### src/rtl/paralelo_serial_tx_if.sv
// paralelo_serial_tx_if: byte handshake into the serializer and serial stream/status out
interface paralelo_serial_tx_if;
    logic [7:0] data_in;
    logic       valid_in;
    logic       ready_out;
    logic       data_out;
    logic       byte_start;
    logic       data_valid_out;
    logic       active;
    modport master (output data_in, valid_in, input ready_out, data_out, byte_start, data_valid_out, active);
    modport slave  (input data_in, valid_in, output ready_out, data_out, byte_start, data_valid_out, active);
endinterface

### src/rtl/paralelo_serial_tx.sv
// paralelo_serial_tx: one-byte buffered parallel-to-serial transmitter, MSB first, with post-reset idle sync
module paralelo_serial_tx #(
    parameter logic [7:0] IDLE_SYM   = 8'hBC,
    parameter int         SYNC_COUNT = 4
) (
    input logic clk_32f,
    input logic reset,
    paralelo_serial_tx_if.slave bus
);
    typedef enum logic {SYNC, ACTIVE} state_t;
    state_t state, state_nx;
    logic [7:0] sreg, hold;
    logic [2:0] bit_cnt;
    logic [3:0] sync_cnt;
    logic buf_full, is_data, boundary, load_buf, accept, ready;
    always_comb begin
        boundary = bit_cnt == 3'd7;
        load_buf = boundary & (state == ACTIVE) & buf_full;
        ready    = (state == ACTIVE) & ~buf_full;
        accept   = bus.valid_in & ready;
        state_nx = (state == SYNC && boundary && sync_cnt == 4'(SYNC_COUNT - 1)) ? ACTIVE : state;
    end
    always_ff @(posedge clk_32f or posedge reset) begin
        if (reset) state <= SYNC;
        else state <= state_nx;
    end
    // bit_cnt wraps 7 -> 0 on its own, which is exactly the boundary reload
    always_ff @(posedge clk_32f or posedge reset) begin
        if (reset) begin
            sreg     <= '0;
            bit_cnt  <= 3'd7;
            hold     <= '0;
            buf_full <= 1'b0;
            sync_cnt <= '0;
            is_data  <= 1'b0;
        end else begin
            sreg     <= boundary ? (load_buf ? hold : IDLE_SYM) : {sreg[6:0], 1'b0};
            bit_cnt  <= bit_cnt + 3'd1;
            buf_full <= accept | (buf_full & ~load_buf);
            if (boundary) is_data <= load_buf;
            if (boundary && state == SYNC) sync_cnt <= sync_cnt + 4'd1;
            if (accept) hold <= bus.data_in;
        end
    end
    assign bus.data_out       = sreg[7];
    assign bus.ready_out      = ready;
    assign bus.byte_start     = (bit_cnt == 3'd0) & (state == ACTIVE || sync_cnt != 4'd0);
    assign bus.data_valid_out = is_data;
    assign bus.active         = state == ACTIVE;
endmodule

### src/flat_wrapper.sv
// flat-port wrapper written by rule: the top's interface ports become plain ports
module paralelo_serial_tx_flat 
#(
    parameter logic [7:0] IDLE_SYM   = 8'hBC,
    parameter int         SYNC_COUNT = 4
)
  (clk_32f, reset, bus_data_in, bus_valid_in, bus_ready_out, bus_data_out, bus_byte_start, bus_data_valid_out, bus_active);
  paralelo_serial_tx_if bus_i ();
  input logic clk_32f;
  input logic reset;
  input wire logic [$bits(bus_i.data_in)-1:0] bus_data_in;
  input wire logic [$bits(bus_i.valid_in)-1:0] bus_valid_in;
  output wire logic [$bits(bus_i.ready_out)-1:0] bus_ready_out;
  output wire logic [$bits(bus_i.data_out)-1:0] bus_data_out;
  output wire logic [$bits(bus_i.byte_start)-1:0] bus_byte_start;
  output wire logic [$bits(bus_i.data_valid_out)-1:0] bus_data_valid_out;
  output wire logic [$bits(bus_i.active)-1:0] bus_active;
  assign bus_i.data_in = bus_data_in;
  assign bus_i.valid_in = bus_valid_in;
  assign bus_ready_out = bus_i.ready_out;
  assign bus_data_out = bus_i.data_out;
  assign bus_byte_start = bus_i.byte_start;
  assign bus_data_valid_out = bus_i.data_valid_out;
  assign bus_active = bus_i.active;
  paralelo_serial_tx #(.IDLE_SYM(IDLE_SYM), .SYNC_COUNT(SYNC_COUNT)) u_core (.clk_32f(clk_32f), .reset(reset), .bus(bus_i));
endmodule
### config.mk
export PLATFORM = sky130hd
export DESIGN_NAME = paralelo_serial_tx_flat
export DESIGN_NICKNAME = d
export VERILOG_FILES = /design/src/rtl/paralelo_serial_tx_if.sv /design/src/rtl/paralelo_serial_tx.sv /design/src/flat_wrapper.sv
export SDC_FILE = /design/constraint.sdc
export NUM_CORES = 1
export LEC_CHECK = 0
export CAP_MARGIN = 20
export CORE_MARGIN = 3
export CORE_UTILIZATION = 55
export DETAILED_ROUTE_END_ITERATION = 10
export DONT_BUFFER_PORTS = 1
export GPL_TIMING_DRIVEN = 0
export PLACE_DENSITY_LB_ADDON = 0.08
export SKIP_CTS_REPAIR_TIMING = 1
export SLEW_MARGIN = 10
export SYNTH_ARGS = -nofsm -noshare
export SYNTH_HDL_FRONTEND = slang
export SYNTH_SLANG_ARGS = --single-unit
### constraint.sdc
create_clock -name clk_32f -period 2 [get_ports clk_32f]
set_input_delay 0.3 -clock clk_32f [delete_from_list [all_inputs] [get_ports clk_32f]]
set_output_delay 0.3 -clock clk_32f [all_outputs]
set_load 0.1 [all_outputs]
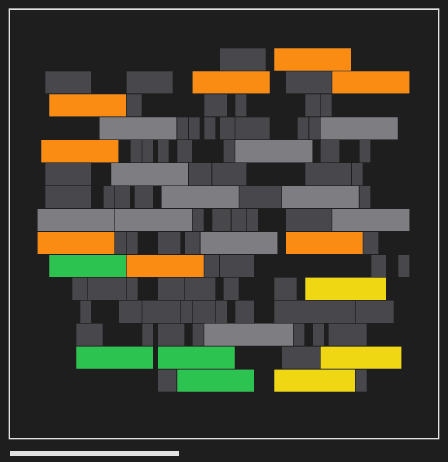
**Above:** run 1 (register map, names as in the netlist).
Scale bar: 20 um. Other sequential cells in the stronger gray, the rest of the logic in the fainter gray.
`u_core.hold` -> orange  # sequential cells 8
`u_core.bit_cnt` -> yellow  # sequential cells 3
`u_core.sync_cnt` -> green  # sequential cells 4
not colored = 11

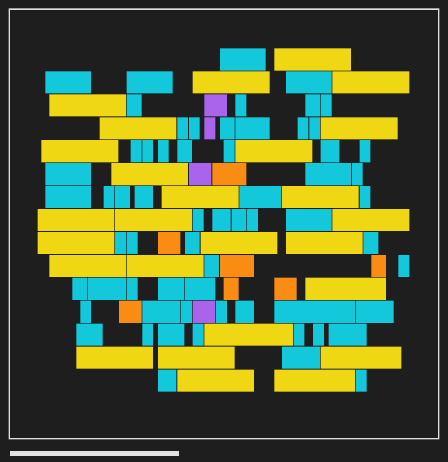
**Above:** run 1 (placement by cell class).
Scale bar: 20 um.
sequential cells -> yellow  # cells 26, share of their area 55%
remaining buffers and delay cells -> orange  # cells 7, share of their area 4.6%
combinational and other logic -> cyan  # cells 63, share of their area 38%
clock drivers and dummy loads -> purple  # cells 4, share of their area 2.2%

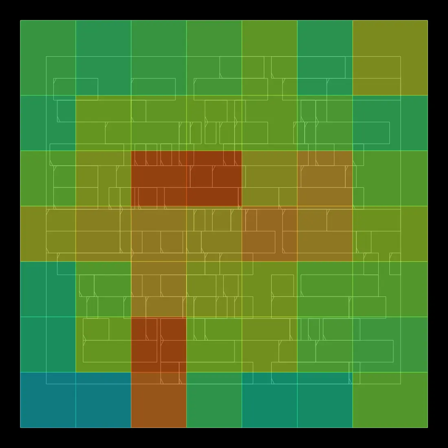
**Above:** run 1 (congestion heat map).
GR peak layer: met2
M2 GR Usage: 24.3%
global routing usage on met3: 3.56%

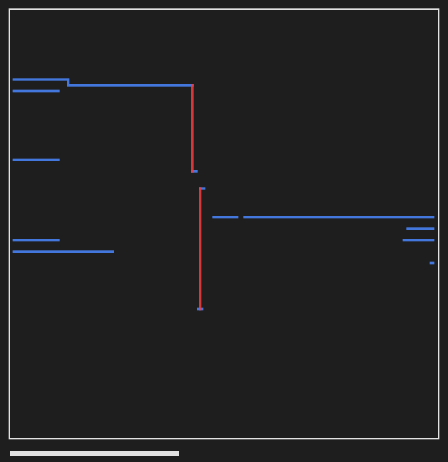
**Above:** run 1 (metal layers overlaid).
Scale bar: 20 um. Two of the layers only.
metal 3 -> blue  # wire length 81.9 um
metal 4 -> red  # wire length 24.5 um

## run 1: where the power goes
group	total (mW)	internal [mW]	switching [mW]
combinational	0.0934	0.0480	0.0454
sequential	0.612	0.568	0.0442
clock	0.228	0.0779	0.150
total	0.933	0.694	0.239
## run 1: through the flow
stage                     setup TNS (ns)  utilization, %  setup WS (ns)  total power, mW  std cells
after floorplan                        0               -         0.0273            0.695         91
after global placement           -0.0487            64.0        -0.0173            0.707        116
after detailed placement          -0.115            64.0        -0.0296            0.712        116
after CTS                         -0.550            65.5         -0.391            0.934        120
after global routing              -0.751            68.1         -0.352            0.984        125
final                             -0.310            68.1         -0.285            0.933        125
## run 1: critical path: cells and delay by family (launching register included)
| family | cells | cell delay (ns) |
|---|---|---|
| compound gates | 1 | 0.92 |
| buf+inv | 1 | 0.07 |
| flops | 1 | 0.69 |
==> Table 3: Implementation characteristics, run 1 <==
Physical design parameters

Parameter                              Value

Outcome
  Status    finished with violations
  Violations in the final reports    negative setup slack

Global route
  Met1 Use GR    24.0%
  Via count of the first global-routing pass    657
  Pin count of the biggest net entering global routing    27

Synth
  Number of enable-type register cells in the synthesized netlist    0
  Cell with the most instances after synthesis    sky130_fd_sc_hd__dfrtp_1
  Post-Synth XOR/XNOR Area    2.39%
  Cell type with the largest total area    sky130_fd_sc_hd__dfrtp_1

Floorplanning
  DIE WIDTH    about 51 um
  Count of inserted tapcells    25

STA
  Final number of setup-violating endpoints    6
  Setup slack of the critical path after layout    -0.285 ns

Layout
  FF+latch count    26
  Most instantiated logic cell after routing    sky130_fd_sc_hd__dfrtp_1
  Fin nets    between 100 and 150
  Sequential cell area    658 um2
  Total of clock buffers placed in the layout    4
  Combinational share of cell area    between 30% and 40%
  Flip-flop and latch share of the layout cell area    between 50% and 60%

CTS
  Insertion delay to the later sink of the worst-skew pair    0.32 ns

Pwr
  Maximum ir drop on the vdd rail    0.000430 V

Place
  Half-perimeter wire length after detailed placement    1210 um

Setup path
  Data arrival time at the worst-slack endpoint    1.98 ns
  Count of cells along the worst register-to-register path    4
==> inputs of run 2 (changes only) <==
--- a/config.mk
+++ b/config.mk
@@ -12,6 +12,7 @@
 export DONT_BUFFER_PORTS = 1
 export GPL_TIMING_DRIVEN = 0
 export PLACE_DENSITY_LB_ADDON = 0.08
+export RECOVER_POWER = 100
 export SKIP_CTS_REPAIR_TIMING = 1
 export SLEW_MARGIN = 10
 export SYNTH_ARGS = -nofsm -noshare
==> constraint.sdc (replaced) <==
create_clock -name clk_32f -period 2.8 [get_ports clk_32f]
set_input_delay 0.42 -clock clk_32f [delete_from_list [all_inputs] [get_ports clk_32f]]
set_output_delay 0.42 -clock clk_32f [all_outputs]
set_load 0.1 [all_outputs]
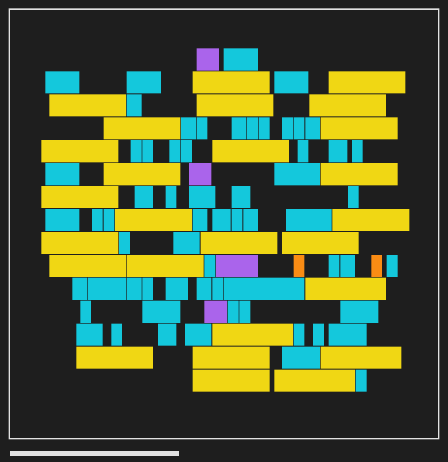
**Above:** run 2 (placement by cell class).
Scale bar: 20 um.
combinational and other logic -> cyan  # cells 63, share of their area 37%
remaining buffers and delay cells -> orange  # cells 2, share of their area 0.67%
clock drivers and dummy loads -> purple  # cells 4, share of their area 3.2%
sequential cells -> yellow  # cells 26, share of their area 59%

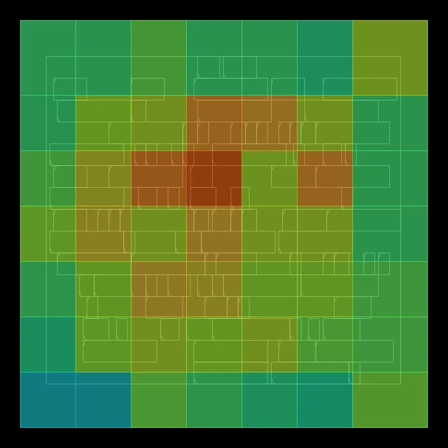
**Above:** run 2 (congestion heat map).
wire length per cell: 14.2 um
GR peak layer: met1
met1 Use GR: 24.0%

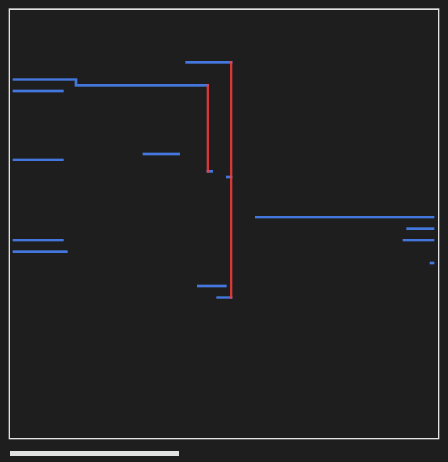
**Above:** run 2 (metal layers overlaid).
Scale bar: 20 um. Two of the layers only.
metal 3 -> blue  # wire length 89.5 um
metal 4 -> red  # wire length 38.1 um

==> run 2 against run 1 <==
The flow now finishes without violations. Worst hold slack gained 0.11 ns. Cell area is 6.3% lower. First-iteration DRC count down 38%. Utilization down 4.3 points. Synthesized area is the same. Non-clock buffer count down 5. Sequential power is 29% lower. Die size unchanged. Clock power is 18% lower. Synthesized cell count stayed put. Via count down 5.7%. Power shrank 28%. Critical path type unchanged. Largest power group unchanged.
==> Table 3: Implementation characteristics, run 2 <==
Physical design parameters

Parameter                              Value

Global route
  Via count of the first global-routing pass    648 (-1.4%)
  Global routing usage on met3    3.26% (-0.30 points)
  Pin count of the biggest net entering global routing    27 (unchanged)

Outcome
  Status    finished clean

Layout
  Most instantiated logic cell after routing    sky130_fd_sc_hd__dfrtp_1
  Combinational share of cell area    32.9% (-0.78 points)
  Core Util, Final    63.8% (-4.3 points)
  Sequential cell area    656 um2 (-0.38%)
  Total of clock buffers placed in the layout    4 (unchanged)
  Final non-filler cell total    120 (-4.0%)
  Biggest regs    u_core.hold (8), u_core.sreg (8), u_core.sync_cnt (4)
  FF+latch count    26 (unchanged)
  Flip-flop and latch share of the layout cell area    57.0% (+3.4 points)

Synth
  Post-Synth XOR/XNOR Area    2.39% (unchanged)
  Fraction of the yosys area taken by sequential cells    59.4%
  Cell with the most instances after synthesis    sky130_fd_sc_hd__dfrtp_1
  Number of enable-type register cells in the synthesized netlist    0 (unchanged)
  Mean area per synthesized cell    around 12 um2
  Nets in the synthesized netlist    107
  Cell type with the largest total area    sky130_fd_sc_hd__dfrtp_1

Pwr
  Pint    506 uW (-27%)
  Fraction of power spent switching nets    25.1% (-0.58 points)
  Leading power group    registers
  Power in combinational cells    51.5 uW (-45%)
  Flop pwr share    64.5% (-1.1 points)
  Total power    676 uW (-28%)
  Share of power burned in combinational logic    7.6% (-2.4 points)
  Maximum ir drop on the vdd rail    0.000232 V (-46%)
  Power per unit of standard cell area    between 500 and 600 mW/mm2
  Power drawn by the clock network    188 uW (-18%)

Setup path
  Data arrival time at the worst-slack endpoint    2.27 ns (+0.29 ns)
  Cell family with most CP delay    AND-OR/OR-AND gates
  WP depth    2 (unchanged)
  WP buf/inv    1 (unchanged)
  Count of cells along the worst register-to-register path    3 (-1)

Floorplanning
  DIE WIDTH    50.7 um (unchanged)
  Count of inserted tapcells    25 (unchanged)

STA
  Time the worst path needs with I/O delays and setup    2.69 ns
  Tightest hold margin    approximately 0.18 ns
  Final number of setup-violating endpoints    0 (-6)

Place
  Number of placed instances with taps included    116 (unchanged)
  Half-perimeter wire length after detailed placement    1170 um (-3.3%)
[run 2: final timing paths]
| kind | to | slack (ns) | start |
|---|---|---|---|
| max | bus_byte_start | 0.11 | u_core.bus.active |
| min | u_core.sreg[7] | 0.18 | reset |
| max reg2reg | u_core.hold[3] | 0.14 | u_core.bus.active |
| min reg2reg | u_core.bit_cnt[0] | 0.49 | u_core.bit_cnt[0] |
| max in group asynchronous | u_core.bus.active | 1.99 | reset |
| min in group clk_32f | u_core.hold[0] | 0.22 | bus_data_in[0] |
[run 2: per-stage QoR]
step	setup WS [ns]	TNS [ns]
final	0.106	0
after global routing	0.0298	0
after CTS	-0.217	-0.217
after detailed placement	0.150	0
after global placement	0.158	0
after floorplan	0.245	0
Power and IR drop assume default switching activity.
